**PDN straps and rails**

The bar under the picture is 20 um long. Pins as bars on the die edge. Tap cells in gray.
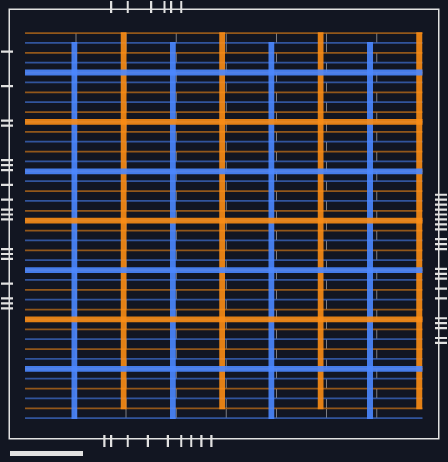
**Placement by cell class**

The bar under the picture is 20 um long.
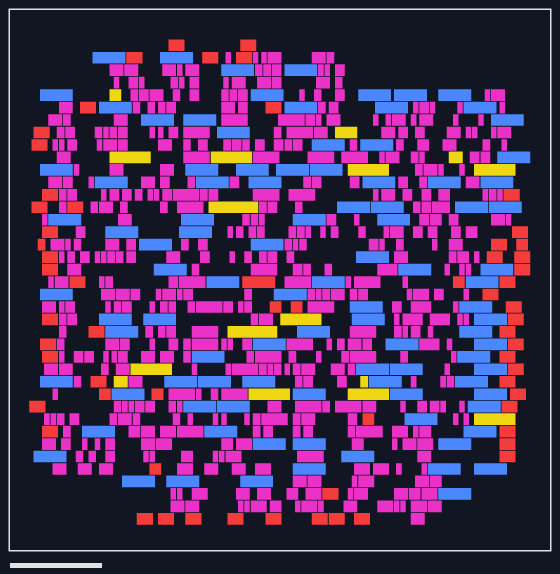
**Clock wires, drivers and flops**

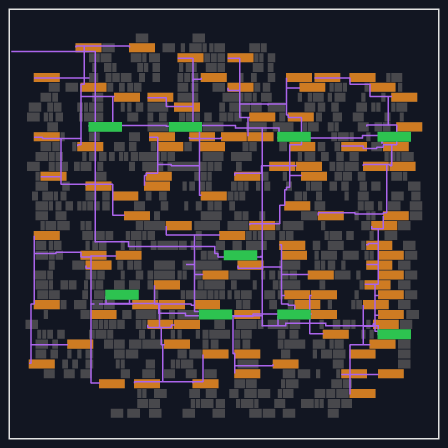
**Wiring by layer**

The bar under the picture is 20 um long. Only two layers are drawn.
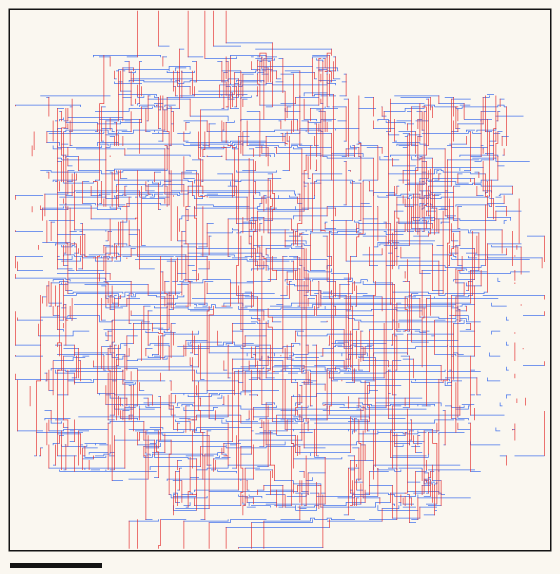
<file path="src/rtl/display_scanner.sv">
// Time-multiplexed common-anode 7-segment driver: one-cold active-low anode scan,
// per-slot blanking guard, and frame-aligned double buffering of segment data.
module display_scanner #(
  parameter int DIGITS       = 4,
  parameter int SEG_W        = 8,
  parameter int PRESCALE     = 50000,
  parameter int BLANK_CYCLES = 16,
  localparam int IDX_W       = (DIGITS > 1) ? $clog2(DIGITS) : 1,
  localparam int CNT_W       = (PRESCALE > 1) ? $clog2(PRESCALE) : 1
) (
  input  logic                      clk,
  input  logic                      reset,
  input  logic                      enable,
  input  logic                      load,
  input  logic [DIGITS*SEG_W-1:0]   seg_data,
  input  logic [DIGITS-1:0]         digit_en,
  output logic [DIGITS-1:0]         an,
  output logic [SEG_W-1:0]          seg_n,
  output logic [IDX_W-1:0]          digit_idx,
  output logic                      frame_tick
);

  localparam logic [CNT_W-1:0] CNT_LAST  = CNT_W'(PRESCALE - 1);
  localparam logic [IDX_W-1:0] IDX_LAST  = IDX_W'(DIGITS - 1);
  // One bit wider than cnt so a guard of any legal length compares cleanly.
  localparam logic [CNT_W:0]   BLANK_END = (CNT_W + 1)'(BLANK_CYCLES);

  typedef enum logic {
    PH_BLANK,
    PH_DRIVE
  } phase_t;

  logic [CNT_W-1:0]        cnt;
  logic [IDX_W-1:0]        idx;
  logic [DIGITS*SEG_W-1:0] shadow;
  logic [DIGITS*SEG_W-1:0] pending;
  logic                    pend_v;

  phase_t                  phase;
  logic                    slot_end;
  logic                    frame_end;
  logic [SEG_W-1:0]        cur_seg;
  logic                    cur_en;
  logic [DIGITS-1:0]       an_sel;
  logic [DIGITS-1:0]       an_next;
  logic [SEG_W-1:0]        seg_next;

  // NOTE: every signal driven here gets a default first, so no path can
  // leave it unassigned and infer a latch.
  always_comb begin
    slot_end  = (cnt == CNT_LAST);
    frame_end = enable && slot_end && (idx == IDX_LAST);
    phase     = ({1'b0, cnt} < BLANK_END) ? PH_BLANK : PH_DRIVE;

    cur_seg = '0;
    cur_en  = 1'b0;
    an_sel  = '1;
    for (int i = 0; i < DIGITS; i++) begin
      if (idx == IDX_W'(i)) begin
        cur_seg   = shadow[i*SEG_W +: SEG_W];
        cur_en    = digit_en[i];
        an_sel[i] = 1'b0;
      end
    end

    an_next  = '1;
    seg_next = '1;
    if (enable && (phase == PH_DRIVE) && cur_en) begin
      an_next  = an_sel;
      seg_next = ~cur_seg;
    end
  end

  // Scan position: a disabled scanner parks at digit 0, cycle 0, so that
  // re-enabling always begins with a blanking guard.
  // NOTE: sequential state uses non-blocking assignments so every register
  // samples pre-edge values regardless of block ordering.
  always_ff @(posedge clk) begin
    if (reset || !enable) begin
      cnt <= '0;
      idx <= '0;
    end else if (slot_end) begin
      cnt <= '0;
      idx <= (idx == IDX_LAST) ? '0 : idx + IDX_W'(1);
    end else begin
      cnt <= cnt + CNT_W'(1);
    end
  end

  // Double buffer: data lands in pending mid-frame and is promoted only at
  // the frame boundary; a load coinciding with that boundary bypasses pending.
  // NOTE: these wide data registers are reset on purpose, because a reset
  // must both blank the display content and discard any queued frame.
  always_ff @(posedge clk) begin
    if (reset) begin
      shadow  <= '0;
      pending <= '0;
      pend_v  <= 1'b0;
    end else if (frame_end) begin
      if (load) begin
        shadow <= seg_data;
      end else if (pend_v) begin
        shadow <= pending;
      end
      pend_v <= 1'b0;
    end else if (load) begin
      pending <= seg_data;
      pend_v  <= 1'b1;
    end
  end

  always_ff @(posedge clk) begin
    if (reset) begin
      an         <= '1;
      seg_n      <= '1;
      digit_idx  <= '0;
      frame_tick <= 1'b0;
    end else begin
      an         <= an_next;
      seg_n      <= seg_next;
      digit_idx  <= idx;
      frame_tick <= frame_end;
    end
  end

endmodule

</file>
<file path="config.mk">
export PLATFORM = sky130hd
export DESIGN_NAME = display_scanner
export DESIGN_NICKNAME = d
export VERILOG_FILES = /design/src/rtl/display_scanner.sv
export SDC_FILE = /design/constraint.sdc
export NUM_CORES = 1
export LEC_CHECK = 0
export CAP_MARGIN = 20
export CELL_PAD_IN_SITES_DETAIL_PLACEMENT = 0
export CELL_PAD_IN_SITES_GLOBAL_PLACEMENT = 1
export CORE_MARGIN = 4
export CORE_UTILIZATION = 46
export CTS_CLUSTER_SIZE = 8
export DETAILED_ROUTE_END_ITERATION = 8
export MAX_ROUTING_LAYER = met4
export PLACE_DENSITY = 0.82
export SLEW_MARGIN = 20
export SYNTH_ARGS = -nofsm -noshare
export SYNTH_HDL_FRONTEND = slang
export SYNTH_SLANG_ARGS = --single-unit
</file>
<file path="constraint.sdc">
create_clock -name clk -period 3.88 [get_ports clk]
set_clock_uncertainty 0.05 [all_clocks]
set_input_delay 0.776 -clock clk [delete_from_list [all_inputs] [get_ports clk]]
set_output_delay 0.776 -clock clk [all_outputs]
set_load 0.005 [all_outputs]
</file>
==> flow_metrics.env <==
# implementation run metrics
export IMPL_run_status="completed"
export IMPL_post_synth_main_logic_family="simple AND/OR/NAND/NOR gates"
export IMPL_pwr_share_comb_pct=9.6
export IMPL_area_combinational_um2=3260
export IMPL_syn_inst=664
export IMPL_drt_first_pass_iters=4
export IMPL_synth_net_count=709
export IMPL_ys_sh_aoi_pct=23.4
export IMPL_synthXorXnorAreaFrac_pct=2.21
export IMPL_reg2reg_setup_slack_ns=1.03
export IMPL_core_area_um2=11600
export IMPL_routed_wl_met3_um=474
export IMPL_grt_setup_unrepaired="no"
export IMPL_antenna_cells_inserted=0
export IMPL_grt_use_total_pct=19.1
export IMPL_seq_cells_post_synth=98
export IMPL_fin_crit_sh_pct=73.5
export IMPL_ys_area_um2=5550
export IMPL_power_share_clock_pct=43.5
export IMPL_ys_cells=664
export IMPL_worstPathRequired_ns=4.13
export IMPL_cts_hold_buf=0
export IMPL_path_cells="or4_1 > or4_4 > buf_4 > nor4b_1 > a211o_1"
export IMPL_gr_usage_met1_pct=26.0
export IMPL_grt_util_met3_pct=4.85
export IMPL_synthesis_area_um2=5550
export IMPL_post_synth_mux_area_share_pct=3.43
export IMPL_route_vias_total=4640
export IMPL_worst_slew_pin_slew_ns=1.06
export IMPL_initial_antenna_violation_count=0
export IMPL_register_share_after_synthesis_pct=35.3
export IMPL_ys_sh_simple_pct=28.3
Back to the opening pictures, 'PDN straps and rails':
color	net
blue	VSS
orange	VDD
signal pins	55
met1 rails	40
rows	39
met4 straps	8
tap cells	143

Back to the opening pictures, 'placement by cell class':
color	class	cells
blue	registers	98
yellow	clock drivers and dummy loads	16
red	remaining buffers and delay cells	62
magenta	remaining logic cells	499

Back to the opening pictures, 'clock wires, drivers and flops':
[green] clock-net drivers | count: 9
[orange] flip-flops | count: 98
[purple] clock wires | length: 1280 um
routed clock nets	10
flops lie	all over the die

Back to the opening pictures, 'wiring by layer':
color	layer	wire length
blue	M1	6350 um
red	M2	5620 um

[layout make-up]
cell class / instances / area share (%)
clock buffers: 10 / 3.74
clock inverters: 6 / 1.41
inverters: 14 / 0.823
multi-input cells: 485 / 51.0
flip-flops and latches: 98 / 30.7
well taps: 143 / 2.80
repair buffers: 62 / 9.48
[stage by stage]
| step | utilization (%) | power (mW) | instances | hold WS (ns) |
|---|---|---|---|---|
| floorplan | - | 1.22 | 664 | 0.380 |
| CTS | 55.0 | 2.28 | 818 | 0.433 |
| finish | 55.0 | 2.25 | 818 | 0.427 |
| global placement | 52.2 | 1.28 | 802 | 0.395 |
| global route | 55.0 | 2.35 | 818 | 0.452 |
| detailed placement | 52.2 | 1.29 | 802 | 0.417 |
[how the worst max path moves through the flow]
| stage | startpoint | end | slack (ns) | cells after the start |
|---|---|---|---|---|
| 2_1_floorplan | enable | shadow[10] | 1.63 | 5 |
| 3_3_place_gp | enable | shadow[21] | 0.98 | 6 |
| 3_5_place_dp | enable | shadow[21] | 0.96 | 6 |
| 4_1_cts | cnt[12] | pending[15] | 1.01 | 5 |
| 5_1_grt | cnt[12] | pending[15] | 0.83 | 5 |
| 6_report | cnt[12] | pending[15] | 1.03 | 5 |
[synth_stat cells]
library cell and instances:
sky130_fd_sc_hd__nand3b_1 1, sky130_fd_sc_hd__o41ai_2 32, sky130_fd_sc_hd__nor3b_1 9, sky130_fd_sc_hd__xor2_1 1
sky130_fd_sc_hd__nor3_1 5, sky130_fd_sc_hd__or3b_2 9, sky130_fd_sc_hd__buf_1 3, sky130_fd_sc_hd__a311oi_1 1
sky130_fd_sc_hd__nor4_1 5, sky130_fd_sc_hd__and2_1 24, sky130_fd_sc_hd__nand2b_1 24, sky130_fd_sc_hd__mux2i_1 19
sky130_fd_sc_hd__nand3_1 28, sky130_fd_sc_hd__nor2_1 64, sky130_fd_sc_hd__and3_1 1, sky130_fd_sc_hd__inv_1 14
sky130_fd_sc_hd__a211o_1 23, sky130_fd_sc_hd__buf_6 5, sky130_fd_sc_hd__xnor2_1 13, sky130_fd_sc_hd__or3_1 3
sky130_fd_sc_hd__a21o_1 1, sky130_fd_sc_hd__or4_1 4, sky130_fd_sc_hd__nor4b_1 23, sky130_fd_sc_hd__o21ai_0 10
sky130_fd_sc_hd__nand2_1 59, sky130_fd_sc_hd__ha_1 5, sky130_fd_sc_hd__a22o_1 8, sky130_fd_sc_hd__buf_2 5
sky130_fd_sc_hd__dfxtp_1 98, sky130_fd_sc_hd__nor2b_1 25, sky130_fd_sc_hd__clkbuf_1 54, sky130_fd_sc_hd__a21oi_1 40
sky130_fd_sc_hd__o311ai_1 9, sky130_fd_sc_hd__o21ai_1 32, sky130_fd_sc_hd__nand4_1 7
[registers in the layout, summed over array words and instances (netlist names)]
register / count
seg_n: 8
shadow: 32
idx: 2
pend_v: 1
frame_tick: 1
digit_idx: 2
an: 4
cnt: 16
pending: 32
[power by group through the flow]
stage / clock network [mW] / logic [mW] / registers [mW]
after floorplan: 0 / 0.145 / 1.07
after global placement: 0 / 0.209 / 1.07
after detailed placement: 0 / 0.216 / 1.08
after CTS: 1.01 / 0.217 / 1.05
after global routing: 1.05 / 0.238 / 1.06
final: 0.977 / 0.215 / 1.05
Power is estimated from default activity; no workload was simulated.
